<file path="src/rtl/ksa_pkg.sv">
// Shared types and constants for the RC4 key-scheduling (swap) pass.
// Build option: KSA_SKIP_SELF_SWAP_EN (see ksa_swap_fsm.sv).
package ksa_pkg;

   localparam int KEY_LEN   = 3;
   localparam int MEM_DEPTH = 256;
   localparam int ADDR_W    = $clog2(MEM_DEPTH);
   localparam int KIDX_W    = (KEY_LEN > 1) ? $clog2(KEY_LEN) : 1;

   typedef logic [7:0] byte_t;

   typedef enum logic [3:0] {
      S_IDLE = 4'd0,
      S_RD_I = 4'd1,
      S_WT_I = 4'd2,
      S_LD_I = 4'd3,
      S_WT_J = 4'd4,
      S_LD_J = 4'd5,
      S_WR_I = 4'd6,
      S_WR_J = 4'd7,
      S_DONE = 4'd8
   } state_t;

   // Big-endian byte select: index 0 is the most significant key byte.
   function automatic byte_t key_byte(input logic [8*KEY_LEN-1:0] key,
                                      input logic [KIDX_W-1:0]    idx);
      byte_t b;
      b = '0;
      for (int k = 0; k < KEY_LEN; k++) begin
         if (int'(idx) == k) b = key[8*(KEY_LEN-1-k) +: 8];
      end
      return b;
   endfunction

endpackage

</file>
<file path="src/rtl/ksa_swap_fsm_key_byte_sel.sv">
// Key byte selector: wrapping key index counter plus byte mux.
// The index counts 0..KEY_LEN-1 and wraps by compare, so no divider is needed.
module key_byte_sel
   import ksa_pkg::*;
(
   input  logic                  clk,
   input  logic                  reset_n,
   input  logic                  clear,
   input  logic                  advance,
   input  logic [8*KEY_LEN-1:0]  key,
   output byte_t                 kbyte
);

   logic [KIDX_W-1:0] kidx_q, kidx_d;

   // Next key index: clear wins, otherwise step with wrap at KEY_LEN-1.
   always_comb begin
      kidx_d = kidx_q;
      if (clear) begin
         kidx_d = '0;
      end else if (advance) begin
         kidx_d = (kidx_q == KIDX_W'(KEY_LEN-1)) ? '0 : kidx_q + KIDX_W'(1);
      end
   end

   // Key index register.
   always_ff @(posedge clk or negedge reset_n) begin
      if (!reset_n) kidx_q <= '0;
      else          kidx_q <= kidx_d;
   end

   assign kbyte = key_byte(key, kidx_q);

endmodule

</file>
<file path="src/rtl/ksa_swap_fsm.sv">
// RC4 key-scheduling pass over a single-port 256x8 S memory that already
// holds S[i]=i. For i=0..255: j += S[i] + key[i mod KEY_LEN]; swap S[i],S[j].
// All outputs are registered; they are computed for the state being entered.
// Memory handshake: address is held for the whole state; the RAM samples it
// on the closing edge and q is used two states later (WT_x is the wait).
// Build option KSA_SKIP_SELF_SWAP_EN: when j==i the two writes are skipped
// and the iteration ends directly from LD_J (5 cycles instead of 7).
module ksa_swap_fsm
   import ksa_pkg::*;
(
   input  logic                  clk,
   input  logic                  reset_n,
   input  logic                  start,
   input  logic [8*KEY_LEN-1:0]  secret_key,
   input  logic [7:0]            q,
   output logic [ADDR_W-1:0]     address,
   output logic [7:0]            data,
   output logic                  write_enable,
   output logic                  busy,
   output logic                  done,
   output state_t                dbg_state
);

   state_t                state_q, state_d;
   byte_t                 i_q, i_d;
   byte_t                 j_q, j_d;
   byte_t                 si_q, si_d;
   logic [8*KEY_LEN-1:0]  key_q, key_d;
   logic [ADDR_W-1:0]     addr_q, addr_d;
   byte_t                 data_q, data_d;
   logic                  we_q, we_d;
   logic                  busy_q, busy_d;
   logic                  done_q, done_d;

   logic                  key_clear;
   logic                  key_adv;
   logic                  iter_exit;
   byte_t                 kbyte;
   byte_t                 j_sum;
   logic                  last_i;

   key_byte_sel u_key_sel (
      .clk     (clk),
      .reset_n (reset_n),
      .clear   (key_clear),
      .advance (key_adv),
      .key     (key_q),
      .kbyte   (kbyte)
   );

   assign j_sum  = j_q + q + kbyte;
   assign last_i = (i_q == byte_t'(MEM_DEPTH-1));

   // Next-state and registered-output computation.
   always_comb begin
      state_d   = state_q;
      i_d       = i_q;
      j_d       = j_q;
      si_d      = si_q;
      key_d     = key_q;
      addr_d    = addr_q;
      data_d    = data_q;
      we_d      = 1'b0;
      busy_d    = busy_q;
      done_d    = 1'b0;
      key_clear = 1'b0;
      key_adv   = 1'b0;
      iter_exit = 1'b0;

      case (state_q)
         S_IDLE: begin
            if (start) begin
               state_d   = S_RD_I;
               key_d     = secret_key;
               i_d       = '0;
               j_d       = '0;
               key_clear = 1'b1;
               addr_d    = '0;
               busy_d    = 1'b1;
            end
         end
         S_RD_I: state_d = S_WT_I;
         S_WT_I: state_d = S_LD_I;
         S_LD_I: begin
            si_d    = q;
            j_d     = j_sum;
            addr_d  = j_sum;
            state_d = S_WT_J;
         end
         S_WT_J: state_d = S_LD_J;
         S_LD_J: begin
`ifdef KSA_SKIP_SELF_SWAP_EN
            if (j_q == i_q) begin
               iter_exit = 1'b1;
            end else begin
               state_d = S_WR_I;
               addr_d  = i_q;
               data_d  = q;
               we_d    = 1'b1;
            end
`else
            state_d = S_WR_I;
            addr_d  = i_q;
            data_d  = q;
            we_d    = 1'b1;
`endif
         end
         S_WR_I: begin
            state_d = S_WR_J;
            addr_d  = j_q;
            data_d  = si_q;
            we_d    = 1'b1;
         end
         S_WR_J: iter_exit = 1'b1;
         S_DONE: begin
            state_d = S_IDLE;
            busy_d  = 1'b0;
         end
         default: begin
            state_d = S_IDLE;
            busy_d  = 1'b0;
         end
      endcase

      // End of one swap iteration: finish after i==255, else move to i+1.
      if (iter_exit) begin
         if (last_i) begin
            state_d = S_DONE;
            done_d  = 1'b1;
            busy_d  = 1'b0;
         end else begin
            state_d = S_RD_I;
            i_d     = i_q + 8'd1;
            addr_d  = i_q + 8'd1;
            key_adv = 1'b1;
         end
      end
   end

   // State, datapath and output registers.
   always_ff @(posedge clk or negedge reset_n) begin
      if (!reset_n) begin
         state_q <= S_IDLE;
         i_q     <= '0;
         j_q     <= '0;
         si_q    <= '0;
         key_q   <= '0;
         addr_q  <= '0;
         data_q  <= '0;
         we_q    <= 1'b0;
         busy_q  <= 1'b0;
         done_q  <= 1'b0;
      end else begin
         state_q <= state_d;
         i_q     <= i_d;
         j_q     <= j_d;
         si_q    <= si_d;
         key_q   <= key_d;
         addr_q  <= addr_d;
         data_q  <= data_d;
         we_q    <= we_d;
         busy_q  <= busy_d;
         done_q  <= done_d;
      end
   end

   assign address      = addr_q;
   assign data         = data_q;
   assign write_enable = we_q;
   assign busy         = busy_q;
   assign done         = done_q;
   assign dbg_state    = state_q;

endmodule

</file>
<file path="config.mk">
export PLATFORM = sky130hd
export DESIGN_NAME = ksa_swap_fsm
export DESIGN_NICKNAME = d
export VERILOG_FILES = /design/src/rtl/ksa_pkg.sv /design/src/rtl/ksa_swap_fsm_key_byte_sel.sv /design/src/rtl/ksa_swap_fsm.sv
export SDC_FILE = /design/constraint.sdc
export NUM_CORES = 1
export LEC_CHECK = 0
export CAP_MARGIN = 20
export CELL_PAD_IN_SITES_DETAIL_PLACEMENT = 0
export CELL_PAD_IN_SITES_GLOBAL_PLACEMENT = 1
export CORE_ASPECT_RATIO = 1.5
export CORE_MARGIN = 3
export CORE_UTILIZATION = 41
export DETAILED_ROUTE_END_ITERATION = 10
export GPL_TIMING_DRIVEN = 0
export PLACE_DENSITY_LB_ADDON = 0.3
export RECOVER_POWER = 25
export SLEW_MARGIN = 30
export SYNTH_ARGS = -nofsm -noshare
export SYNTH_HDL_FRONTEND = slang
export SYNTH_SLANG_ARGS = --single-unit
</file>
<file path="constraint.sdc">
create_clock -name clk -period 3.8 [get_ports clk]
set_input_delay 0.76 -clock clk [delete_from_list [all_inputs] [get_ports clk]]
set_output_delay 0.76 -clock clk [all_outputs]
set_load 0.03 [all_outputs]
</file>
==> flow_metrics.py, run 1 <==
# Physical implementation metrics
metrics = {
    "outcome": {
        "run_status": "finished, final reports clean",
    },
    "detailed_routing": {
        "postRouteAntennaNets": 0,
        "dr.pass1.iters": 4,
        "drt_iter0_drc": 273,
        "drc_errors": 0,
    },
    "floorplan": {
        "die_x_um": 85.5,
        "ios": 58,
    },
    "yosys": {
        "synth_cells": 426,
        "synthAoiAreaFrac": 0.171,
        "synthDistinctLibCells": 46,
        "xor_share": 0.0315,
        "netlist_area_sq_um": 3890,
        "synth-adder-area-share": 0.0637,
        "async_flop_share": 1.00,
        "yosysCellCount": 426,
        "ys_sh_simple": 0.205,
        "syn_avg_cell_area_sq_um": 9.13,
        "ys_area_sq_um": 3890,
        "edf_count": 0,
    },
    "clocking": {
        "cts.repair.resized": 0,
        "clk_pin_slew_ns": 0.05,
        "clockRootBuffer": "clkbuf_16",
        "htree_num_levels": 3,
        "cts_hold_buffers": 0,
    },
    "power_and_ir_drop": {
        "p_per_area_nw_per_um2": 987,
        "peakVddDrop_v": 0.000437,
    },
    "finish": {
        "n_fill_cell": 891,
        "drive_gt1_frac": 0.0604,
        "instances_no_fill": 607,
        "fin_area_sq_um": 4870,
    },
    "worst_setup_path": {
        "cp-endpoint": "address[5]",
        "cp-startpoint": "q[1]",
        "regToRegStartpoint": "u_key_sel.kidx_q[1]",
        "rrSetupSlack_ns": 0.55,
        "crit_fanout": 3,
        "startpoint_type": "primary input",
        "cp.arrival_ns": 3.45,
        "setup.worst_path.class": "in2reg",
        "setup.worst_path.end_class": "flop",
    },
    "placed_design": {
        "post-place-ws_ns": 0.195,
        "hpwl_um": 7200,
        "io_buffers": 57,
    },
    "flow_run": {
        "maxCapViolCount": 0,
    },
    "final_timing": {
        "fin_ws_ns": 0.531,
        "finalClockPeriodUsage": 0.860,
        "setup_tns_ns": 0,
        "slew_headroom": 0.118,
        "tightest_slew_ns": 1.32,
    },
    "global_routing": {
        "grt_pass1_vias": 3239,
    },
}
## run 1: flip-flops by register name, summed over array words and instances, names as in the netlist, 2 cells and up
signal,count
address,8
data,8
dbg_state,4
i_q,8
j_q,8
key_q,24
si_q,8
u_key_sel.kidx_q,2
## run 1: metal layers
metal,vias up,wire length (um),track usage,part of all wire
met5,-,0,0,0
met4,0,153,0.0531,0.016
met3,11,432,0.0494,0.045
met2,77,5030,0.328,0.53
met1,1560,3920,0.234,0.41
li1,1603,-,-,-
## run 1: logic make-up (layout without fill, tap and decap cells)
group	after synthesis	after routing
AND-OR/OR-AND	101	101
XOR/XNOR	14	14
adder cells (fa/ha/maj)	15	15
buffers and inverters	30	101
flip-flops	73	73
multiplexers	9	9
AND/OR/NAND/NOR	184	184
## run 1: cell type report
type,count,share of cell area
inverter,6,0.00463
sequential,73,0.375
buffer,24,0.0244
timing repair buffer,58,0.117
tap,110,0.0283
clock buffer,13,0.0555
multi-input combinational,323,0.395
## run 1: power by group
| part | internal, mW | total (mW) | switching, mW |
|---|---|---|---|
| registers | 1.12 | 1.40 | 0.281 |
| clock network | 0.485 | 0.780 | 0.296 |
| logic | 1.11 | 2.62 | 1.51 |
## run 1: critical path, stage by stage
cell	delay (ns)
clkdlybuf4s50_1	0.49
fa_1	0.56
ha_1	0.20
inv_1	0.07
fa_1	0.40
nor2b_1	0.18
o31ai_1	0.11
nand2_1	0.07
a21oi_1	0.07
a2111oi_0	0.45
a21oi_1	0.09
## run 1: synth_stat cells, drive strengths merged, types with 8 or more instances
library cell	number	area, sq um
o21ai	23	115
o31ai	11	82.6
nand2b	10	62.6
a22o	8	70.1
a21oi	23	115
clkbuf	12	45.0
nor2	35	131
dfrtp	73	1830
buf	12	73.8
o22ai	10	62.6
mux2i	8	80.1
nand2	114	428
xnor2	10	87.6
fa	8	160
## run 1: cells in the final DEF, fill, tap and decap left out, types with 3 or more instances in the layout
cell and count:
buf_2 8, nor2_1 35, nor2b_1 3, nand2_1 114, buf_4 3, o31ai_1 11, mux2i_1 8, nand3_1 6
nand2b_1 10, o21ai_0 23, clkbuf_1 14, fa_1 8, and3_1 3, clkbuf_16 9, o22ai_1 10, clkdlybuf4s50_1 56
dfrtp_1 73, a22o_1 8, xnor2_1 10, a21oi_1 23, clkbuf_8 3, a222oi_1 6, xor2_1 4, inv_1 6
ha_1 7
## run 1: worst min path at each step
stage | cells after the start | to | slack [ns] | from
2_1_floorplan | 2 | key_q[16] | 0.44 | key_q[16]
3_3_place_gp | 2 | key_q[10] | 0.46 | key_q[10]
3_5_place_dp | 2 | key_q[19] | 0.46 | key_q[19]
4_1_cts | 1 | data[6] | 0.34 | reset_n
5_1_grt | 2 | key_q[19] | 0.49 | key_q[19]
6_report | 2 | key_q[10] | 0.47 | key_q[10]
Run 1, wiring by layer:
Bar = 20 um. Two of the layers only.
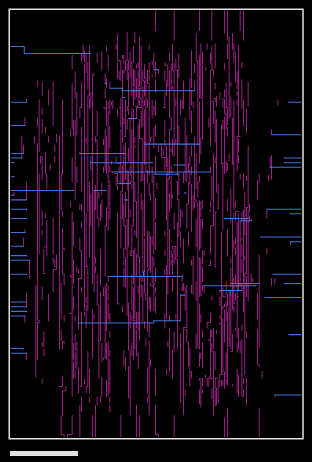
- magenta: metal 2 (wire length 5030 um)
- blue: metal 3 (wire length 432 um)
Total GRT Usage: 0.191
final wirelength: 9540 um
Routed wire per std cell: 15.7 um
via count: 3251

Run 1, routed clock nets over the placement:
Bar = 20 um.
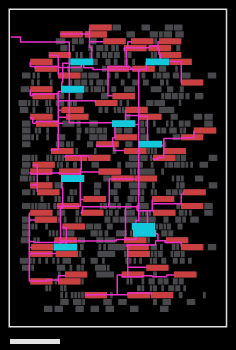
- red: flip-flops (count 73)
- cyan: clock drivers (count 9)
- magenta: clock wires (length 954 um)
- routed clock nets: 10
Power Clock: 0.780 mW
worst clock skew: 0.00637 ns
Clk pwr share: 0.162
Latency at later pin: 0.33 ns

Run 1, where the registers sit:
Bar = 20 um.
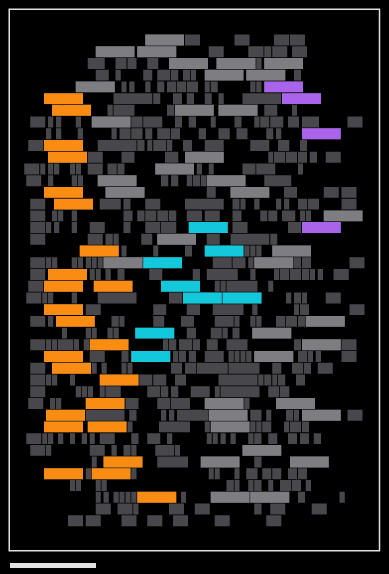
- cyan: j_q (placed flops 8; where middle)
- purple: dbg_state (placed flops 4; where top right)
- orange: key_q (placed flops 24)
seq pwr: 1.40 mW
Seq/total area: 0.375
FF/Latch Area: 1830 sq um

Run 1, the clock network:
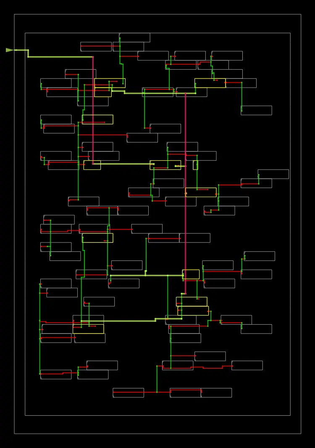
clk sinks: 73
seq_cells: 73

Run 1, placement by cell class:
Fill, decap, tap and diode cells in gray.
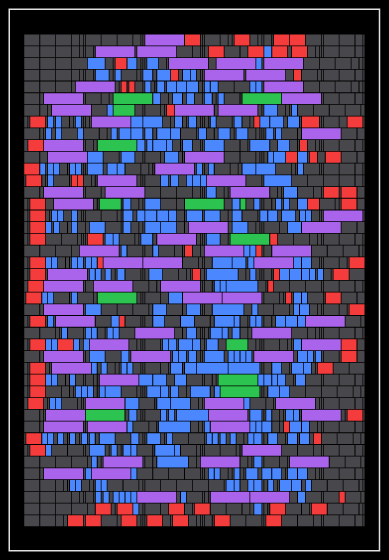

## Run 2: what changed since run 1
- ABC_AREA: default -> 1
- CORE_UTILIZATION: 41 -> 40
Run 2, placement by cell class:
Fill, decap, tap and diode cells in gray.
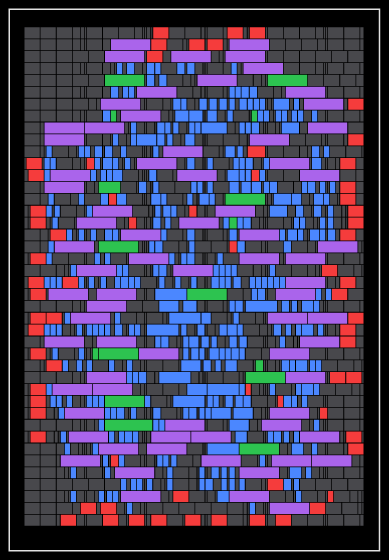
- red: other buffers and delay cells (cells 68)
- green: clock drivers and dummy loads (cells 16)
- purple: flops (cells 73)
- blue: combinational and other logic (cells 367)
post-layout util: 0.527
Seq/total area: 0.390

Run 2, the clock network:
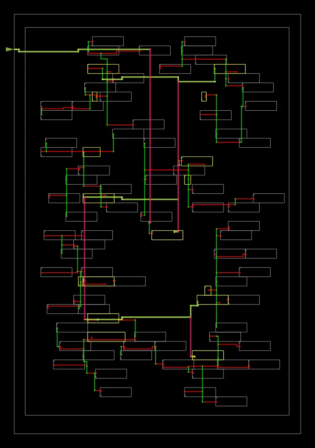
worst clock skew: 0.00466 ns
Num CTS Buffers: 9
clock buf count: 13
Power Clock: 0.828 mW

==> run 2 against run 1 <==
Net effect:
- clock power up 6.2%
- combinational power fell by 18%
- area after synthesis fell by 5.2%
- register-to-register slack improved by 0.22 ns
- largest cell class is now registers
- maximum frequency increased by 8.0%
- sequential share of layout area is 1.5 points higher
- synthesized cell count increased by 5.6%
- global-route usage is 0.95 points lower
- final area shrank 3.8%
- critical endpoint is now address[7]
==> flow_metrics.py, run 2 <==
# Physical implementation metrics
metrics = {
    "yosys": {
        "synth.area.top_cells": "dfrtp_1, nand2_1, fa_1",
        "synthDistinctLibCells": 30,
        "synth_top_area_share": 0.496,
        "ys_area_sq_um": 3680,
        "yosysCellCount": 450,
        "async_flop_share": 1.00,
        "synth_cells": 450,
        "netlist_area_sq_um": 3680,
        "syn_avg_cell_area_sq_um": 8.19,
        "most_common_cell": "nand2_1",
        "synthTopCellsByCount": "nand2_1, dfrtp_1, inv_1",
        "yosys.area.top_type": "dfrtp_1",
        "edf_count": 0,
    },
    "clocking": {
        "cts_hold_buffers": 0,
        "cts.repair.resized": 0,
        "htree_num_levels": 3,
        "clockRootBuffer": "clkbuf_16",
        "clock_latency_ns": 0.33,
        "clk_pin_slew_ns": 0.05,
        "cts.sinks": 73,
    },
    "placed_design": {
        "post-place-ws_ns": 0.434,
        "hpwl_um": 6610,
        "io_buffers": 57,
    },
    "worst_hold_path": {
        "hold_depth": 2,
    },
    "worst_setup_path": {
        "setup.worst_path.end_class": "flop",
        "startpoint_type": "flop",
        "cp.arrival_ns": 3.25,
        "crit_fanout": 8,
        "setup.worst_path.class": "reg2reg",
    },
    "final_timing": {
        "finalClockPeriodUsage": 0.796,
        "tightest_slew_ns": 1.37,
        "slew_headroom": 0.0849,
        "fin_ws_ns": 0.774,
    },
    "finish": {
        "n_fill_cell": 873,
        "layout_top_cell": "nand2_1",
        "largest_register_ffs": 24,
        "top_register": "key_q",
        "instances_no_fill": 634,
        "final_cell_mix": "nand2_1, dfrtp_1, clkdlybuf4s50_1",
    },
    "flow_run": {
        "maxCapViolCount": 0,
        "warnings": 26,
    },
    "detailed_routing": {
        "dr.pass1.iters": 4,
        "drt_iter0_drc": 109,
        "via_count": 3109,
        "wl_um": 8600,
        "post_drt_wl_per_cell_um": 13.6,
        "postRouteAntennaNets": 0,
        "drc_errors": 0,
    },
    "power_and_ir_drop": {
        "peakVddDrop_v": 0.000398,
        "p_per_area_nw_per_um2": 922,
    },
    "outcome": {
        "run_status": "finished, final reports clean",
    },
    "floorplan": {
        "ios": 58,
        "die_x_um": 84.4,
    },
    "global_routing": {
        "grt_pass1_vias": 3080,
    },
}
Run 2, routed clock nets over the placement:
Bar = 20 um.
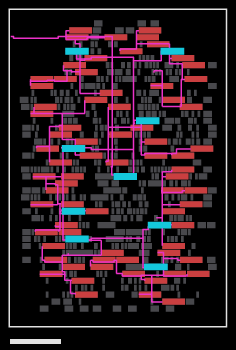
- magenta: clock wires (length 936 um)
- red: flip-flops (count 73)
- cyan: clock drivers (count 9)
- flops lie: all over the die
Clk pwr share: 0.192

[run 2: area by class of cell]
type,instances,area [sq um],area share
plain buffers,10,53.8,0.0115
clock buffers,13,250,0.0534
clock inverters,3,40.0,0.00855
inverters,44,165,0.0353
multi-input cells,323,1640,0.350
flip-flops and latches,73,1830,0.390
well taps,110,138,0.0294
repair buffers,58,569,0.122
[run 2: worst paths after layout]
path | startpoint | to | slack (ns)
min reg2reg | key_q[5] | key_q[5] | 0.47
min in group asynchronous | reset_n | data[4] | 0.72
max | u_key_sel.kidx_q[0] | address[7] | 0.77
min | key_q[5] | key_q[5] | 0.47
max reg2reg | u_key_sel.kidx_q[0] | address[7] | 0.77
max in group asynchronous | reset_n | address[2] | 1.23
[run 2: power by group]
part	internal, mW	leakage [nW]	total (mW)	switching, mW
Sequential	1.13	0.925	1.34	0.213
Combinational	0.811	1.28	2.15	1.34
Clock	0.524	0.144	0.828	0.304
[run 2: critical path, cell delays in order (launching register included)]
cell     delay [ns]
dfrtp_1        0.42
nor2_2         0.32
inv_1          0.09
o21ai_0        0.43
fa_1           0.52
inv_1          0.08
ha_1           0.28
a21oi_1        0.16
nand2_1        0.07
nor2_1         0.15
nand3_1        0.10
nand3_1        0.12
nand2_1        0.06
nand2_1        0.07
nand2_1        0.05
[run 2: routing by layer]
metal | global-route usage | part of all wire
met3 | 0.0440 | 0.044
met5 | 0 | 0
met2 | 0.317 | 0.52
met4 | 0.0871 | 0.030
met1 | 0.208 | 0.41
[run 2: cell families (layout without fill, tap and decap cells)]
logic type / Yosys count / in the layout / share of synthesized area
XOR/XNOR: 3 / 3 / 0.00713
flip-flops: 73 / 73 / 0.496
buffers and inverters: 54 / 128 / 0.0594
AND-OR/OR-AND: 53 / 53 / 0.0795
adder cells (fa/ha/maj): 15 / 15 / 0.0672
AND/OR/NAND/NOR: 252 / 252 / 0.291
[run 2: through the flow]
stage               instance area, sq um  hold slack, ns  TNS (ns)   util
finish                              4680           0.472         0  0.527
global route                        4680           0.486         0  0.527
CTS                                 4710           0.344         0  0.530
detailed placement                  4420           0.460         0  0.497
global placement                    4390           0.455    -43.76  0.495
floorplan                           3680           0.437         0      -
No activity file was given, so power comes from the tool's default toggle rates.
